Figure 1. Register map, names as in the netlist (run 1).
Other sequential cells in the stronger grey, the rest of the logic in the fainter grey.
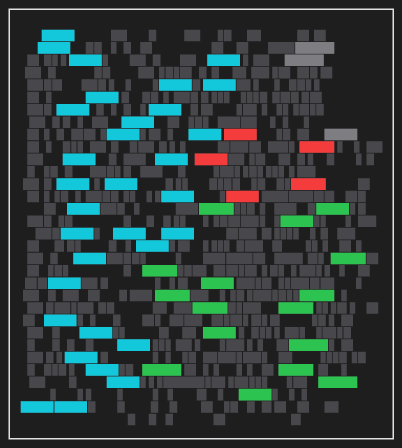
Figure 2. Met1 routing (run 1).
Supply wires on this layer in grey.
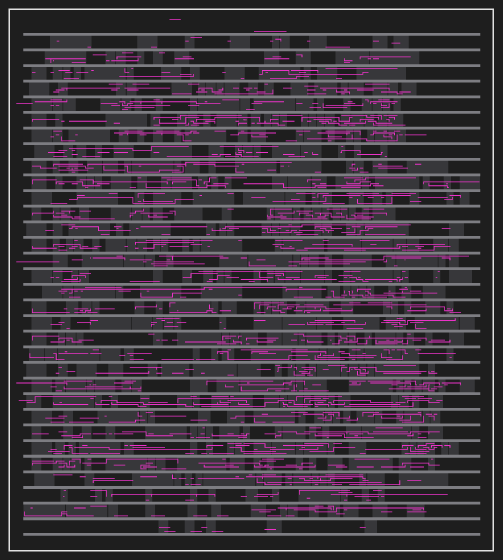
Figure 3. Wires at chosen ports, followed through buffers (run 1).
Scale bar: 20 um.
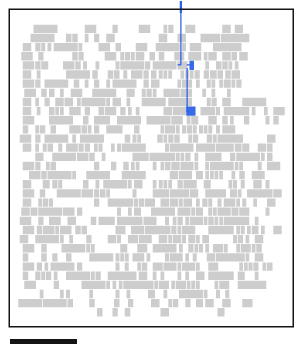
### config.mk
export PLATFORM = sky130hd
export DESIGN_NAME = fetch_controller
export DESIGN_NICKNAME = d
export VERILOG_FILES = /design/src/rtl/fetch_controller.sv
export SDC_FILE = /design/constraint.sdc
export NUM_CORES = 1
export LEC_CHECK = 0
export ABC_AREA = 1
export CAP_MARGIN = 5
export CORE_AREA = 2 2 82 92
export DETAILED_ROUTE_END_ITERATION = 10
export DIE_AREA = 0 0 84 94
export GPL_TIMING_DRIVEN = 0
export PLACE_DENSITY_LB_ADDON = 0.12
export SYNTH_ARGS = -nofsm -noshare
export SYNTH_HDL_FRONTEND = slang
export SYNTH_SLANG_ARGS = --single-unit
### constraint.sdc
create_clock -name clk -period 1.5 [get_ports clk]
set_input_delay 0.3 -clock clk [delete_from_list [all_inputs] [get_ports clk]]
set_output_delay 0.3 -clock clk [all_outputs]
set_load 0.02 [all_outputs]
### src/rtl/fetch_controller.sv
// -----------------------------------------------------------------------------
// fetch_controller
//
// Sequencing controller for the instruction-fetch stage. It arbitrates between
// branch redirects from EX, load-use hazards from decode, instruction-memory
// wait states and halt/resume requests. It drives the fetch stage's stall,
// pc_src and branch_target inputs, the pipeline flush strobes, a sticky memory
// timeout error and a saturating stall-cycle counter.
//
// Parameters:
//   MEM_TIMEOUT  max consecutive MEM_WAIT cycles before a timeout error (>=1)
//   CNT_W        width of the stall-cycle counter
//
// Ports:
//   clk            clock, all state updates on the rising edge
//   rst            synchronous active-high reset; forces every output to 0
//   imem_ready     instruction memory returned valid data this cycle
//   hazard_stall   load-use hazard from decode
//   br_taken       branch/jump resolved taken in EX
//   br_target      resolved target address, valid with br_taken
//   halt_req       ecall/ebreak halt request
//   resume         leave HALTED (only when no memory error is pending)
//   stall          to instruction_fetch.stall
//   pc_src         to instruction_fetch.pc_src
//   branch_target  to instruction_fetch.branch_target (captured target)
//   flush_if_id    bubble the IF/ID register
//   flush_id_ex    bubble the ID/EX register
//   halted         controller is in HALTED
//   mem_err        sticky instruction-memory timeout
//   stall_count    saturating count of cycles with stall=1
// -----------------------------------------------------------------------------
module fetch_controller #(
  parameter int MEM_TIMEOUT = 16,
  parameter int CNT_W       = 16
) (
  input  logic             clk,
  input  logic             rst,
  input  logic             imem_ready,
  input  logic             hazard_stall,
  input  logic             br_taken,
  input  logic [31:0]      br_target,
  input  logic             halt_req,
  input  logic             resume,
  output logic             stall,
  output logic             pc_src,
  output logic [31:0]      branch_target,
  output logic             flush_if_id,
  output logic             flush_id_ex,
  output logic             halted,
  output logic             mem_err,
  output logic [CNT_W-1:0] stall_count
);

  // Wide enough to hold the value MEM_TIMEOUT itself.
  localparam int WC_W = $clog2(MEM_TIMEOUT + 1);

  typedef enum logic [1:0] {
    RUN      = 2'd0,
    MEM_WAIT = 2'd1,
    REDIRECT = 2'd2,
    HALTED   = 2'd3
  } state_t;

  state_t            state_q, state_d;
  logic [31:0]       tgt_q, tgt_d;
  logic [WC_W-1:0]   wait_cnt_q, wait_cnt_d;
  logic              mem_err_q, mem_err_d;
  logic [CNT_W-1:0]  stall_count_q;

  // Ungated outputs; the port versions are forced low while rst is high.
  logic stall_raw, pc_src_raw, flush_if_id_raw, flush_id_ex_raw, halted_raw;

  // ---------------------------------------------------------------------------
  // Next-state and output decode
  // ---------------------------------------------------------------------------
  always_comb begin
    // NOTE: every signal gets a default before the case so that no path
    // leaves it unassigned; otherwise synthesis infers a latch.
    state_d         = state_q;
    tgt_d           = tgt_q;
    wait_cnt_d      = wait_cnt_q;
    mem_err_d       = mem_err_q;
    stall_raw       = 1'b0;
    pc_src_raw      = 1'b0;
    flush_if_id_raw = 1'b0;
    flush_id_ex_raw = 1'b0;
    halted_raw      = 1'b0;

    unique case (state_q)
      RUN: begin
        stall_raw       = hazard_stall | ~imem_ready;
        // A taken branch squashes the hazard bubble: the redirect flushes anyway.
        flush_id_ex_raw = hazard_stall & ~br_taken;
        if (br_taken) begin
          tgt_d   = br_target;
          state_d = REDIRECT;
        end else if (halt_req) begin
          state_d = HALTED;
        end else if (!imem_ready) begin
          state_d    = MEM_WAIT;
          wait_cnt_d = WC_W'(1);
        end
      end

      MEM_WAIT: begin
        stall_raw = 1'b1;
        if (br_taken) begin
          // The outstanding fetch is on the wrong path; drop it.
          tgt_d      = br_target;
          state_d    = REDIRECT;
          wait_cnt_d = '0;
        end else if (imem_ready) begin
          state_d    = RUN;
          wait_cnt_d = '0;
        end else if (wait_cnt_q == WC_W'(MEM_TIMEOUT)) begin
          state_d    = HALTED;
          mem_err_d  = 1'b1;
          wait_cnt_d = '0;
        end else begin
          wait_cnt_d = wait_cnt_q + WC_W'(1);
        end
      end

      REDIRECT: begin
        // Single-cycle state; any br_taken now comes from a flushed instruction.
        pc_src_raw      = 1'b1;
        flush_if_id_raw = 1'b1;
        flush_id_ex_raw = 1'b1;
        state_d         = RUN;
      end

      HALTED: begin
        stall_raw  = 1'b1;
        halted_raw = 1'b1;
        // A memory timeout can only be cleared by reset.
        if (resume && !mem_err_q) begin
          state_d = RUN;
        end
      end

      default: state_d = RUN;
    endcase
  end

  // ---------------------------------------------------------------------------
  // Output gating: everything reads as 0 while reset is asserted.
  // ---------------------------------------------------------------------------
  assign stall         = ~rst & stall_raw;
  assign pc_src        = ~rst & pc_src_raw;
  assign flush_if_id   = ~rst & flush_if_id_raw;
  assign flush_id_ex   = ~rst & flush_id_ex_raw;
  assign halted        = ~rst & halted_raw;
  assign mem_err       = ~rst & mem_err_q;
  assign branch_target = rst ? 32'd0 : tgt_q;
  assign stall_count   = rst ? '0 : stall_count_q;

  // ---------------------------------------------------------------------------
  // State registers
  // ---------------------------------------------------------------------------
  always_ff @(posedge clk) begin
    // NOTE: non-blocking assignments make every register sample the values
    // from before this edge, independent of statement order.
    if (rst) begin
      state_q       <= RUN;
      tgt_q         <= 32'd0;
      wait_cnt_q    <= '0;
      mem_err_q     <= 1'b0;
      stall_count_q <= '0;
    end else begin
      state_q    <= state_d;
      tgt_q      <= tgt_d;
      wait_cnt_q <= wait_cnt_d;
      mem_err_q  <= mem_err_d;
      if (stall && !(&stall_count_q)) begin
        stall_count_q <= stall_count_q + CNT_W'(1);
      end
    end
  end

endmodule
==> out/summary.txt, run 1 <==
CTS buffer count = 5
Logic area = 1520 um^2
Synth flops = 56
# Cells Yosys = 429
Most flop-heavy register = tgt_q
Clk ins delay skew pair = 0.32 ns
Net Switching = 1.11 mW
Post-CTS Resized = 274
Worst hold path class = flop to flop
Yosys cell types = 24
OpenROAD warning count = 29
GRT Util Overall = 0.196
Synth warn = 0
Adders+Majority by Area = 0.0133
Hold EP = tgt_q[1]$_SDFFE_PP0P_
Fmax = 638 MHz
Seq pwr share = 0.479
Final Wtd Congestion = 0.832
Simple Share, Synth = 0.270
PortBufs = 92
Syn_area_per_cell = 6.56 um^2
Syn_nets = 471
Dominant logic cell types in the final layout = inv_1 (64), nand2_1 (64), nor2_1 (63)
Crit path DRT = 1.20 ns
Failing checks = setup timing
Status = finished with violations
Top power group = sequential cells
FF-to-FF End = stall_count_q[13]$_SDFFE_PP0P_
P_clk = 0.901 mW
Mux area share = 0
Area leader share = 0.399
Top non-seq family = simple AND/OR/NAND/NOR gates
Relative slew slack = 0.552
Wire per inst = 12.5 um
Placed Cells = 606
FP Util = 0.406
Detailed-route DRC error count = 0
Synth area leader = dfxtp_1
Static leakage power = 1.83 nW
Final Cell Area = 4150 um^2
Fillcell total = 723
Clk pwr share = 0.258
Gate power share = 0.263
GRT overflow = 0
# Post-CTS Setup Buffers = 9
Commonest flop = dfxtp_1
Worst r2r src = stall_count_q[1]$_SDFFE_PP0P_
Worst Setup Slack, final = -0.0682 ns
Post-route ant nets = 0
Vias/cell = 4.80
Top cells by area = dfxtp_1 (40%), nor2_1 (10%), nand2_1 (9.2%)
H-tree levels = 2
Total chip power = 3.49 mW
Comb. pwr = 0.920 mW
Chip footprint = 7900 um^2
Vias in the first global route = 2,892
Non-Filler Instances = 634
Switching Share = 0.317
Slowest-stage cell, CP = dfxtp_4
Final Util = 0.599
First-pass GRT wire length = 12,700 um
Top delay family on crit path = flip-flops
Drt pass-1 iters = 4
DP Area = 3840 um^2
Post-Syn Area = 2810 um^2
Die Span Y = 94 um
Cycle use final = 1.05
AND-OR/OR-AND Cells, Area Fraction = 0.172
Worst hold stages = 2
Final setup viols = 2
Post-DP HPWL = 5530 um
Setup CP Type = flop to output pin
Met3 Usage GRT = 0.0624
Initial antenna violation count = 0
Critical path origin = state_q[1]$_SDFFE_PP0P_
Worst slew pin tran = 0.671 ns
Num ports = 93
Number of enable flip-flop cells = 0
Max Cap Violations = 0
DR iter-0 viols = 79
CTS tree = built
Final Max-Slew Violation Tally = 0
Count of clock tree sinks = 56
Internal power = 2.39 mW
Clk buf depth = 2
Fin Setup TNS = -0.0767 ns
DP Worst Slack = -1.17 ns
Setup crit end = flush_id_ex
Clk slew on worst S/H paths = 0.10 ns
N_diodes = 0
FFs w/ async S/R, synth = 0
Share of layout cells above drive strength 1 = 0.291
Crit path arrival time = 1.27 ns
-- Figure 1 (at the start) --
- `stall_count_q`: green (flops 16)
- `tgt_q`: cyan (flops 32)
- `wait_cnt_q`: red (flops 5)
- not coloured: 3
Seq. cell area: 1150 um^2
P_seq: 1.67 mW
Seq area share: 0.278

-- Figure 2 (at the start) --
- main direction: horizontal
- share of all routed wire: 41%
- wire length on this layer: 3,290 um
- nets with wire on the layer: 524
- longest straight run: 24.8 um
WL final: 7930 um
vias: 3,042
GRT met1 Usage: 0.219

-- Figure 3 (at the start) --
- `hazard_stall`: blue (direction input; end cells 2; buffers 1; wire 31.3 um)

-- run 1: tightest hold or removal path: cells and delay by family (launching register included) --
family	cells	cell delay [ns]
flip-flops	1	0.31
buffers and inverters	1	0.06
AND-OR/OR-AND	1	0.05
-- run 1: final cells by class --
type	instances	share of cell area
inverters	69	0.0630
multi-input cells	283	0.365
clock inverters	2	0.00362
clock buffers	6	0.0199
plain buffers	20	0.0308
flip-flops and latches	56	0.278
well taps	85	0.0256
repair buffers	113	0.214
-- run 1: metal layers --
metal  part of all wire  up-vias  routed length, um
met1               0.41     1361               3290
met3              0.078        7                621
li1                   -     1583                  -
met4             0.0077        0                 61
met5                  0        -                  0
met2               0.50       91               3960
--- run 2 (diff from run 1) ---
MAX_ROUTING_LAYER = met4   (was default)
RECOVER_POWER = 50   (was default)
TNS_END_PERCENT = 5   (was default)
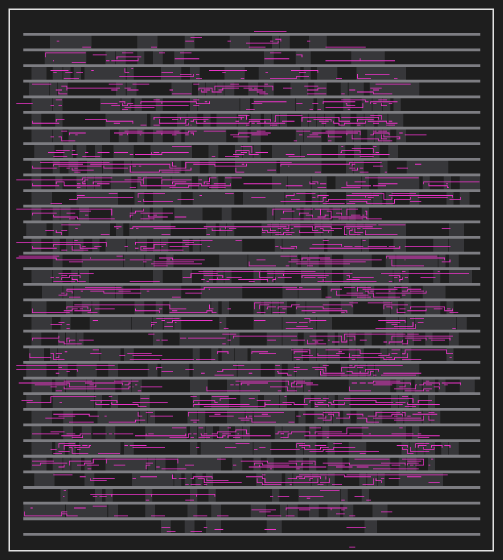
Figure 4: run 2, met1 routing.
Supply wires on this layer in grey.
- nets with wire on the layer: 515
- main direction: horizontal
- longest straight run: 23.9 um
- share of all routed wire: 44%

==> run 2 against run 1 <==
  * The run still ends with setup timing left
  * Via count down 2.0%
  * Power down 3.4%
  * Clock skew down 0.0024 ns
  * Synthesized cell count unchanged
  * Global-route usage up 0.26 points
  * Sequential share of layout area up 1.6 points
  * Maximum frequency up 1.2%
  * Sequential cell count unchanged
  * Largest power group unchanged
  * Worst setup slack better by 0.018 ns
  * Core utilization down 4.0 points
  * Clock-buffer cell count unchanged
  * Sequential power about the same
==> out/summary.txt, run 2 <==
Wire per inst = 12.1 um (-2.9%)
Uppermost routed layer = met4
Tmin final = 1.55 ns
Failing checks = setup timing
Worst r2r src = stall_count_q[0]$_SDFFE_PP0P_
Most flop-heavy register = tgt_q
Post-DP HPWL = 5530 um (unchanged)
Clk pwr share = 0.263 (+0.005)
Vias in the first global route = 2,844 (-1.7%)
Final setup viols = 3 (+1)
Clk buf depth = 2 (unchanged)
Dominant logic cell types in the final layout = nor2_1 (71), inv_1 (67), nand2_1 (67)
Num ports = 93 (unchanged)
Yosys chip area = 2810 um^2
Count of clock tree sinks = 56 (unchanged)
Status = finished with violations
DP Area = 3840 um^2 (unchanged)
Post-CTS Resized = 257 (-6.2%)
N_diodes = 0 (unchanged)
GRT Util Overall = 0.198 (+0.00264)
P_clk = 0.886 mW (-2%)
Synth flops = 56 (unchanged)
Clk ins delay skew pair = 0.31 ns (about the same)
Critical path origin = state_q[1]$_SDFFE_PP0P_
Syn_nets = 471 (unchanged)
Top cells by area = dfxtp_1 (40%), nor2_1 (10%), nand2_1 (9.2%)
Crit path DRT = 1.20 ns (about the same)
Max reg flops = 32
Yosys cell types = 24 (unchanged)
Vias = 2,980 (-2.0%)
AND-OR/OR-AND Cells, Area Fraction = 0.172 (unchanged)
FFs w/ async S/R, synth = 0 (unchanged)
Synth area leader = dfxtp_1
WL final = 7510 um (-5.3%)
Detailed-route DRC error count = 0 (unchanged)
CTS buffer count = 5 (unchanged)
Hold EP = tgt_q[1]$_SDFFE_PP0P_
Mux area share = 0 (unchanged)
RSZ-0062 raised after global routing = yes
Fillcell total = 745 (+3.0%)
Initial antenna violation count = 0 (unchanged)
HP Start = tgt_q[1]$_SDFFE_PP0P_
Final Max-Slew Violation Tally = 0 (unchanged)
Non-Filler Instances = 618 (-2.5%)
Relative slew slack = 0.584 (+0.0316)
Metal1 wirelength = 3270 um (-0.46%)
Simple Share, Synth = 0.270 (unchanged)
Share of layout cells above drive strength 1 = 0.218 (-0.0738)
DR WL met3 = 471 um (-24%)
Seq pwr share = 0.495 (+0.016)
Total chip power = 3.37 mW (-3.4%)
Final Cell Area = 3870 um^2 (-6.7%)
Top non-seq family = simple AND/OR/NAND/NOR gates
Placed Cells = 606 (unchanged)
H-tree levels = 2 (unchanged)
Top power group = sequential cells
Area leader share = 0.399 (unchanged)
Net Switching = 1.05 mW (-4.9%)
Slowest-stage cell, CP = dfxtp_4
FP Util = 0.406 (unchanged)
Vias/cell = 4.82 (+0.50%)
Switching Share = 0.312 (-0.00487)
P_seq = 1.67 mW (about the same)
GRT overflow = 0 (unchanged)
Chip footprint = 7900 um^2 (unchanged)
Fin Setup TNS = -0.121 ns (-0.0445 ns)
Worst hold stages = 2 (unchanged)
Met3 Usage GRT = 0.0492 (-0.0132)
OpenROAD warning count = 29 (unchanged)
Worst R2R Path Depth = 9
DR iter-0 viols = 84 (+6.3%)
Setup CP Type = flop to output pin
Fmax = 645 MHz (+1.2%)
Worst-path cell chain = nor3_4 -> nand2_1 -> a21oi_2 -> buf_4
Met2 wire len = 3690 um (-7.0%)
Commonest flop = dfxtp_1
# Cells Yosys = 429 (unchanged)
Post-Syn Area = 2810 um^2 (unchanged)
Adders+Majority by Area = 0.0133 (unchanged)
Worst Setup Slack, final = -0.0499 ns (+0.0183 ns)
CTS tree = built
Syn_area_per_cell = 6.56 um^2 (unchanged)
Cycle use final = 1.03 (-0.0122)
Post-route ant nets = 0 (unchanged)
Top delay family on crit path = flip-flops
Drt pass-1 iters = 4 (unchanged)
Core Rows = 32
# Post-CTS Setup Buffers = 2 (-7)
Setup crit end = flush_id_ex
Synth warn = 0 (unchanged)
Final Wtd Congestion = 0.844 (+1.5%)
Number of enable flip-flop cells = 0 (unchanged)
DP Worst Slack = -1.17 ns (unchanged)
Static leakage power = 1.70 nW (-6.8%)
GRT met1 Usage = 0.225 (+0.00638)
Crit path arrival time = 1.25 ns (-0.02 ns)
Post-Route Skew = 0.00578 ns
Max Cap Violations = 0 (unchanged)
PortBufs = 92 (unchanged)
Clk slew on worst S/H paths = 0.10 ns (about the same)
First-pass GRT wire length = 12,500 um (-1.3%)
FF-to-FF End = stall_count_q[13]$_SDFFE_PP0P_
Worst hold path class = flop to flop
Die Span Y = 94 um (unchanged)
Gate power share = 0.243 (-0.020)
Comb. pwr = 0.818 mW (-11%)
Internal power = 2.32 mW (-2.7%)
Worst slew pin tran = 0.624 ns (-0.0475 ns)
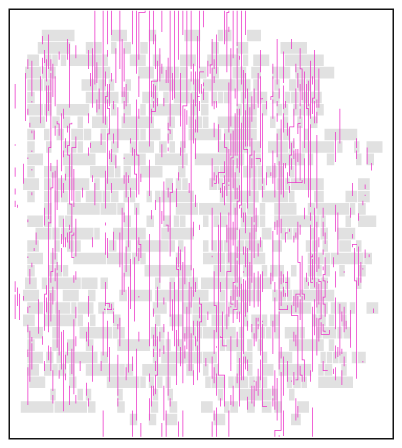
Figure 5: run 2, the metal 2 layer.
- longest straight run: 38.8 um
- main direction: vertical

==> run 2: cell counts after synthesis <==
Identical to the previous run, type by type.
==> run 2: per-stage QoR <==
step / hold WS, ns / utilization
final: 0.458 / 0.559
after global routing: 0.486 / 0.559
after CTS: 0.460 / 0.550
after detailed placement: 0.445 / 0.555
after global placement: 0.440 / 0.555
after floorplan: 0.430 / -
==> run 2: area by class of cell <==
| cell class | count | area [um^2] | area share |
|---|---|---|---|
| Multi-Input combinational cell | 283 | 1420 | 0.366 |
| Timing Repair Buffer | 97 | 729 | 0.188 |
| Inverter | 69 | 259 | 0.0669 |
| Clock inverter | 2 | 15.0 | 0.00388 |
| Buffer | 20 | 125 | 0.0323 |
| Clock buffer | 6 | 82.6 | 0.0213 |
| Sequential cell | 56 | 1140 | 0.294 |
| Tap cell | 85 | 106 | 0.0275 |
No activity file was given, so power comes from the tool's default toggle rates.
